==> config.mk <==
export PLATFORM = sky130hd
export DESIGN_NAME = fp_mult_exc_pipe
export DESIGN_NICKNAME = d
export VERILOG_FILES = /design/src/rtl/fp_mult_exc_pipe.sv
export SDC_FILE = /design/constraint.sdc
export NUM_CORES = 1
export LEC_CHECK = 0
export CAP_MARGIN = 20
export CORE_MARGIN = 5
export CORE_UTILIZATION = 33
export CTS_CLUSTER_SIZE = 40
export DETAILED_ROUTE_END_ITERATION = 10
export DONT_BUFFER_PORTS = 1
export PLACE_DENSITY_LB_ADDON = 0.15
export SLEW_MARGIN = 20
export SYNTH_ARGS = -nofsm -noshare
export SYNTH_HDL_FRONTEND = slang
export SYNTH_SLANG_ARGS = --single-unit
==> constraint.sdc <==
create_clock -name clk -period 2.7 [get_ports clk]
set_clock_uncertainty 0.15 [all_clocks]
set_input_delay 0.27 -clock clk [delete_from_list [all_inputs] [get_ports clk]]
set_output_delay 0.27 -clock clk [all_outputs]
set_load 0.02 [all_outputs]
Figure 1. Clock wiring as the flow saved it (run 1).
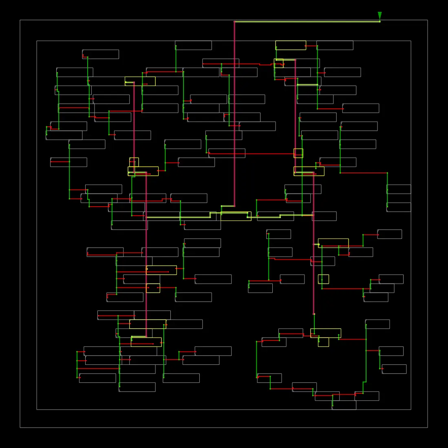
Num CTS Buffers: 9
flop count: 100
CTS sink count: 100

Figure 2. Metal 2 (run 1).
Drawn at 3 px/um. Cells faint in the background.
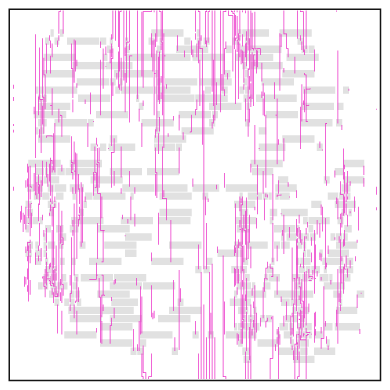
share of all routed wire: 48%
nets with wire on the layer: 373
final WL: 9281 um
via count: 2780
met2 usage: 20.49%

Figure 3. Zoomed window (run 1).
Window x 82 to 102, y 82 to 102 um. Cells in grey, sequential cells in the stronger grey; small squares are vias.
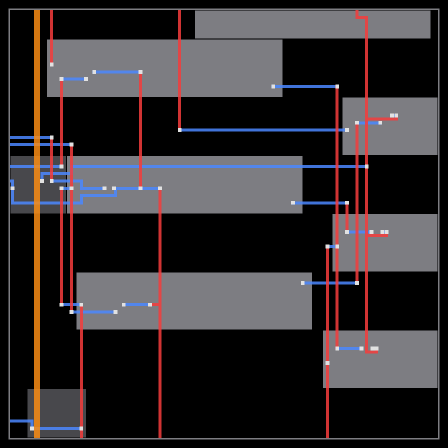
legend:
  M4:
    colour: orange
  M2:
    colour: red
  M1:
    colour: blue
most frequent: edfxtp_1 (3), clkinvlp_4 (1), buf_4 (1)
cells with their middle in the window: 5
sequential cells in the window: 3

==> impl_metrics.ini, run 1 <==
; flow metrics
[job]
tool_warnings = 72
cap_violations = 0

[setup_path]
crit_required_ns = 2.28
r2r_setup_slack_ns = 0.50
arrival_ns = 1.78
rr_worst_depth = 5
start_kind = register
endpoint_kind = output port
critPathSlowestCell = buf_4
cp_cell_sequence = buf_4 > nand2b_4 > buf_4
critPathMaxFanout = 43
max_stage_delay_ns = 0.39
worstSetupPathType = reg2out
crit_path_frequent_cell = buf_4

[placed_design]
place_congestion = 0.7466
dpl_worst_slack_ns = 0.5448
port_buffers = 0
hpwl_um = 6518
placed_area_mm2 = 0.004528

[die]
core_region_area_mm2 = 0.01262
die-height_um = 123.3
std_cell_rows = 41
initCoreUtil_pct = 33.54
chipArea_mm2 = 0.01519
die_x_um = 123.3
top_level_ports = 169

[yosys]
ys.flop_type = edfxtp_1
yosys_cells = 365
largest_area_cell = edfxtp_1
synth_seq_share_pct = 65.27
ys_sh_xor_pct = 2.808
synthSimpleGateAreaFrac_pct = 20.22
synth.mux.area_fraction_pct = 0.9755
netlist_top_cells_area = edfxtp_1 (54%), dfxtp_1 (11%), and2_1 (5.8%), a21oi_1 (4.4%), nand2_1 (3.2%)
syn_inst = 365
fp_nets = 473
yosysMostFrequentCell = edfxtp_1
fa_ha_area_share_pct = 0.2956
synth_top_area_share_pct = 53.92
yosysUniqueCellTypes = 40
ys.warnings.count = 0
common_cells = edfxtp_1 (76), and2_1 (39), a21oi_1 (37)
async_flop_share_pct = 0
synth_flops = 100
avgSynthCellArea_um2 = 11.60
edf_count = 76
yosys-stat-area_mm2 = 0.004233
logic_family = simple AND/OR/NAND/NOR gates
ys_sh_aoi_pct = 8.306
netlist_area_mm2 = 0.004233

[global_routing]
antenna_found_initial = 0
top_usage_layer = met2
grt-ovfl-total = 0
grt_pass1_wl_um = 14810
use_met1_pct = 15.14
grt_pass1_vias = 2882
grt_usage_pct = 12.78
grt_max_degree = 44
met3_usage_pct = 4.620

[final_timing]
setup_viol_count_final = 0
final.setup.worst_slack_ns = 0.4957
finalClockPeriodUsage_pct = 81.64
final.setup.tns_ns = 0
fin_crit_ns = 2.204
max_freq_mhz = 453.7
grt_setup_unrepaired = no
relSlewSlack_pct = 63.77
drv_slew = 0
worst_slew_pin_slew_ns = 0.5384
hold_violations = 0

[pwr]
max-vdd-ir-drop_uv = 265.3
cellPowerDensity_mw_per_mm2 = 683.8
power.leakage_nw = 1.723
total_power_mw = 3.333

[worst_hold_path]
worstHoldPathType = in2reg
min_path_cells = 2

[routing]
route.detailed.drc = 0
routedWlPerCell_um = 16.69
detail-route-antenna-nets = 0
drtIter0Drc = 140
vias_per_cell = 5.000
dr.pass1.iters = 4

[run_status]
status = finished, final reports clean

[clock_tree]
root_buffer = clkbuf_16
cts_tree = yes
ctsResizeCount = 0
clk_latency_ns = 0.35
cts_htree_levels = 3
clk_pin_slew_ns = 0.07
cts_buffer_depth = 2

[finish]
nNetsFinal = 487
antenna_cells = 0
drive_gt1_share_pct = 10.68
largest_reg_flops = 76
fin_area_mm2 = 0.004875
fill_cells = 1286
areaGrowthSynthToFinish_pct = 15.16
run 1: where the power goes:
| part | internal (mW) | total, mW | leakage, nW | switching [mW] |
|---|---|---|---|---|
| clock | 0.731 | 1.32 | 0.141 | 0.589 |
| sequential | 1.80 | 1.83 | 1.03 | 0.0344 |
| combinational | 0.0595 | 0.182 | 0.556 | 0.122 |
run 1: cell type report:
cell class / instances / area (um^2) / share of cell area, %
clock inverter: 7 / 81.33 / 1.668
clock buffer: 9 / 225.2 / 4.620
multi-input combinational: 241 / 1388 / 28.47
tap: 172 / 215.2 / 4.415
timing repair buffer: 21 / 180.2 / 3.696
sequential: 100 / 2763 / 56.67
inverter: 6 / 22.52 / 0.4620
run 1: kinds of logic after synthesis:
| kind of cell | count (synthesis) |
|---|---|
| buf+inv | 24 |
| mux | 4 |
| fa+ha+maj | 1 |
| simple gates | 162 |
| compound gates | 62 |
| xor+xnor | 12 |
| flops | 100 |
run 1: critical path: cells and delay by family (launching register included):
| family | cells | cell delay, ns |
|---|---|---|
| DFF | 1 | 0.34 |
| buffers and inverters | 2 | 0.72 |
| and+or+nand+nor | 1 | 0.36 |
run 1: metrics by stage:
step	utilization [%]	hold slack (ns)	cells
2_1_floorplan	-	0.2503	365
3_3_place_gp	35.88	0.1936	536
3_5_place_dp	35.88	0.1961	536
4_1_cts	38.63	0.003385	556
6_report	38.63	0.02079	556
5_1_grt	38.63	0.005573	556
run 1: layer usage:
layer	part of all wire [%]	vias to the layer above	wire length, um
met3	8.7	14	806
met4	2.3	0	209
met2	48	104	4470
li1	-	1358	-
met1	41	1304	3794
met5	0	-	0
run 1: what timing repair did:
action / CTS / global route
hold buffers: 4 / 0
setup buffers: 0 / 0
endpoints found under the hold margin: 11 / 0
run 1: cell usage in the layout (no fill, tap or decap), types with 2 or more instances in the layout:
cell,netlist,layout
nor3_1,7,7
a22o_1,2,2
or2_2,3,3
mux2i_1,3,3
inv_6,0,2
or3_1,2,2
inv_1,5,5
nand3_1,8,8
xnor2_1,8,8
buf_4,0,16
and3_1,2,2
a21oi_1,37,37
nand3b_1,3,3
nor4_1,14,14
o21ai_0,12,12
nand4_1,9,9
nor2_1,29,29
edfxtp_1,76,76
dlygate4sd3_1,0,4
and2_1,39,39
nor3b_1,3,3
a211oi_1,3,3
dfxtp_1,24,24
xor2_1,3,3
nand2_1,36,36
a32oi_1,3,3
clkbuf_16,0,9
clkinvlp_4,0,3
==> inputs of run 2 (changes only) <==
Clock period 2.7 ns to 1.9 ns, I/O delays scaled along.
Figure 4. Metal 2 (run 2).
Drawn at 3 px/um. Cells faint in the background.
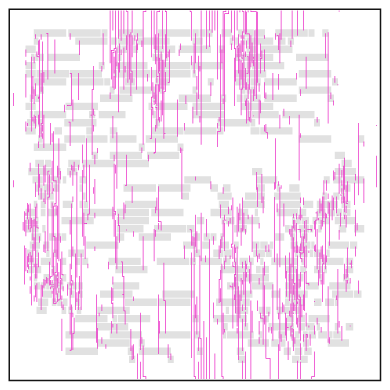
wire length on this layer: 4800 um
share of all routed wire: 49%
main direction: vertical
final WL: 9868 um
via count: 3053
met2 usage: 21.27%

Figure 5. Zoomed window (run 2).
Window x 82 to 102, y 82 to 102 um. Cells in grey, sequential cells in the stronger grey; small squares are vias.
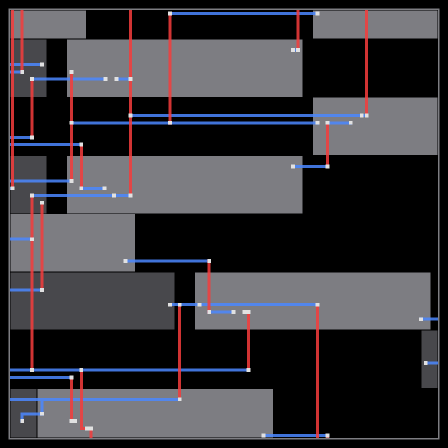
legend:
  M2:
    colour: red
  M1:
    colour: blue
cells with their middle in the window: 7
sequential cells in the window: 6
most frequent: edfxtp_1 (6), clkbuf_16 (1)

==> impl_metrics.ini, run 2 <==
; flow metrics
[setup_path]
rr_worst_depth = 5
max_stage_delay_ns = 0.51
critPathSlowestCell = or4_4
critPathMaxFanout = 5
crit_path_frequent_cell = or3_4
critPathTopFamily = simple AND/OR/NAND/NOR gates
critPathBufInv = 0
r2r_setup_slack_ns = -0.13
cp_cell_sequence = nand3_4 > or4_4 > or3_4 > or3_4 > a21oi_2
endpoint_kind = register
crit_required_ns = 2.03
arrival_ns = 2.16
start_kind = register
cp.depth = 5
worstSetupPathType = reg2reg

[placed_design]
hpwl_um = 6666
port_buffers = 0
place_congestion = 0.8119
placed_area_mm2 = 0.004752
dp_cells = 562

[global_routing]
top_usage_layer = met2
use_met1_pct = 16.43
met3_usage_pct = 4.254
grt_max_degree = 57
grt_pass1_wl_um = 15540
grt-ovfl-total = 0
grt_pass1_vias = 3125
antenna_found_initial = 0

[yosys]
async_flop_share_pct = 0
synth_top_area_share_pct = 53.92
edf_count = 76
synth_seq_share_pct = 65.27
synth_flops = 100
netlist_top_cells_area = edfxtp_1 (54%), dfxtp_1 (11%), and2_1 (5.8%), a21oi_1 (4.4%), nand2_1 (3.2%)
syn_inst = 365
yosysUniqueCellTypes = 40
netlist_area_mm2 = 0.004233
avgSynthCellArea_um2 = 11.60
largest_area_cell = edfxtp_1
yosys_cells = 365
yosys-stat-area_mm2 = 0.004233
ys.warnings.count = 0
yosysMostFrequentCell = edfxtp_1
fp_nets = 473
ys.flop_type = edfxtp_1
common_cells = edfxtp_1 (76), and2_1 (39), a21oi_1 (37)

[finish]
final_common_cell = edfxtp_1
areaGrowthSynthToFinish_pct = 30.54
largest_reg_flops = 76
fill_cells = 1235
fin_util_pct = 43.78
nNetsFinal = 553
antenna_cells = 0
lay_top_cells = edfxtp_1 (76), buf_4 (42), dlygate4sd3_1 (41)
drive_gt1_share_pct = 18.44
fin_cells = 622
fin_area_mm2 = 0.005525

[final_timing]
grt_setup_unrepaired = yes
setup_viol_count_final = 3
finalClockPeriodUsage_pct = 106.9
worst_slew_pin_slew_ns = 0.6988
max_freq_mhz = 492.5
fin_crit_ns = 2.031
drv_slew = 0
final.setup.worst_slack_ns = -0.1306
relSlewSlack_pct = 53.41
hold_ws_ns = 0.01486
hold_violations = 0

[clock_tree]
cts_buffer_depth = 2
clock_sinks = 100
clk_pin_slew_ns = 0.07
root_buffer = clkbuf_16
cts_inserted_buffers = 9
cts_htree_levels = 3
clk_latency_ns = 0.34
cts_tree = yes

[routing]
dr.pass1.iters = 4
route.detailed.drc = 0
detail-route-antenna-nets = 0
vias_per_cell = 4.908
drtIter0Drc = 134

[die]
die-height_um = 123.3
chipArea_mm2 = 0.01519
core_region_area_mm2 = 0.01262
initCoreUtil_pct = 33.54
die_x_um = 123.3
top_level_ports = 169
std_cell_rows = 41

[run_status]
status = finished, violations left
violations = negative setup slack

[job]
tool_warnings = 75
cap_violations = 0

[worst_hold_path]
min_path_cells = 2
worstHoldPathType = in2reg

[pwr]
power.leakage_nw = 2.051
cellPowerDensity_mw_per_mm2 = 841.0
max-vdd-ir-drop_uv = 355.5
Figure 6. Signal wires by layer (run 2).
Drawn at 4 px/um. Two of the layers only.
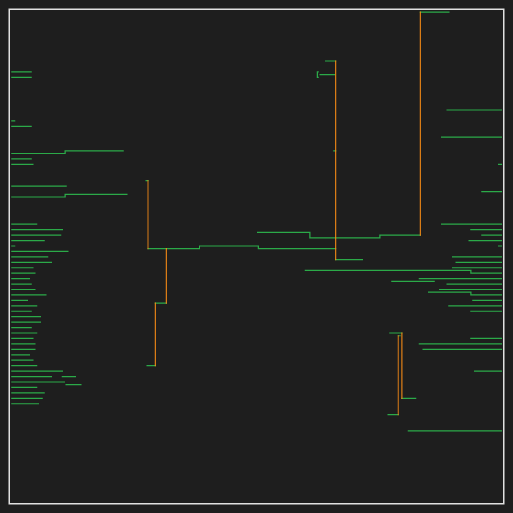
legend:
  M4:
    colour: orange
    wire_length: 188 um
  M3:
    colour: green
    wire_length: 815 um
total track usage: 13.24%
DR WL/cell: 15.86 um

run 2: netlist changes by cell type in the layout (fill, tap and decap cells not counted), sizes merged:
cell	previous run	this run
inv	8	7
buf	17	46
clkinv	1	4
clkinvlp	3	2
bufinv	1	0
dlygate4sd3	4	41
run 2: area by class of cell:
type | instances | area (um^2) | share of cell area (%)
Clock buffer | 9 | 225.2 | 4.076
Clock inverter | 7 | 51.30 | 0.9284
Inverter | 6 | 22.52 | 0.4076
Multi-Input combinational cell | 241 | 1450 | 26.25
Sequential cell | 100 | 2779 | 50.29
Tap cell | 172 | 215.2 | 3.895
Timing Repair Buffer | 87 | 782.0 | 14.15
run 2: where the power goes:
group | switching [mW] | internal [mW]
clock network | 0.817 | 0.895
registers | 0.0452 | 2.55
logic | 0.192 | 0.150
run 2: stage by stage:
stage	worst slack, ns	total power, mW	setup TNS, ns
global placement	-0.1023	2.912	-0.1770
floorplan	-0.1284	2.829	-0.2189
finish	-0.1306	4.647	-0.3478
detailed placement	-0.1100	2.920	-0.2105
CTS	-0.1329	4.714	-0.2422
global route	-0.2019	4.868	-0.5903
run 2: kinds of logic (layout without fill, tap and decap cells):
logic type	count (synthesis)	count (layout)	share of synthesized area, %
AND/OR/NAND/NOR	162	162	20.22
flip-flops	100	100	65.27
AND-OR/OR-AND	62	62	8.307
buffers and inverters	24	109	2.128
XOR/XNOR	12	12	2.808
multiplexers	4	4	0.9755
adder cells (fa/ha/maj)	1	1	0.2955
run 2: repair_timing:
| item | in CTS | in global routing |
|---|---|---|
| gates cloned | 0 | 1 |
| setup endpoints to repair | 6 | 13 |
| buffers inserted | 0 | 2 |
| resized | 3 | 10 |
| hold buffers | 41 | 0 |
| hold endpoints to repair | 40 | 0 |
| pin swaps | 0 | 5 |
run 2: worst reg2reg max path: stages, from the launching register on:
cell,delay (ns)
dfxtp_4,0.36
nand3_4,0.07
or4_4,0.52
or3_4,0.37
or3_4,0.38
a21oi_2,0.13
run 2: layer usage:
metal | share of wire, % | routed length (um)
met1 | 41 | 4064
met2 | 49 | 4801
met3 | 8.3 | 815
met4 | 1.9 | 187
met5 | 0 | 0
No activity file was given, so power comes from the tool's default toggle rates.
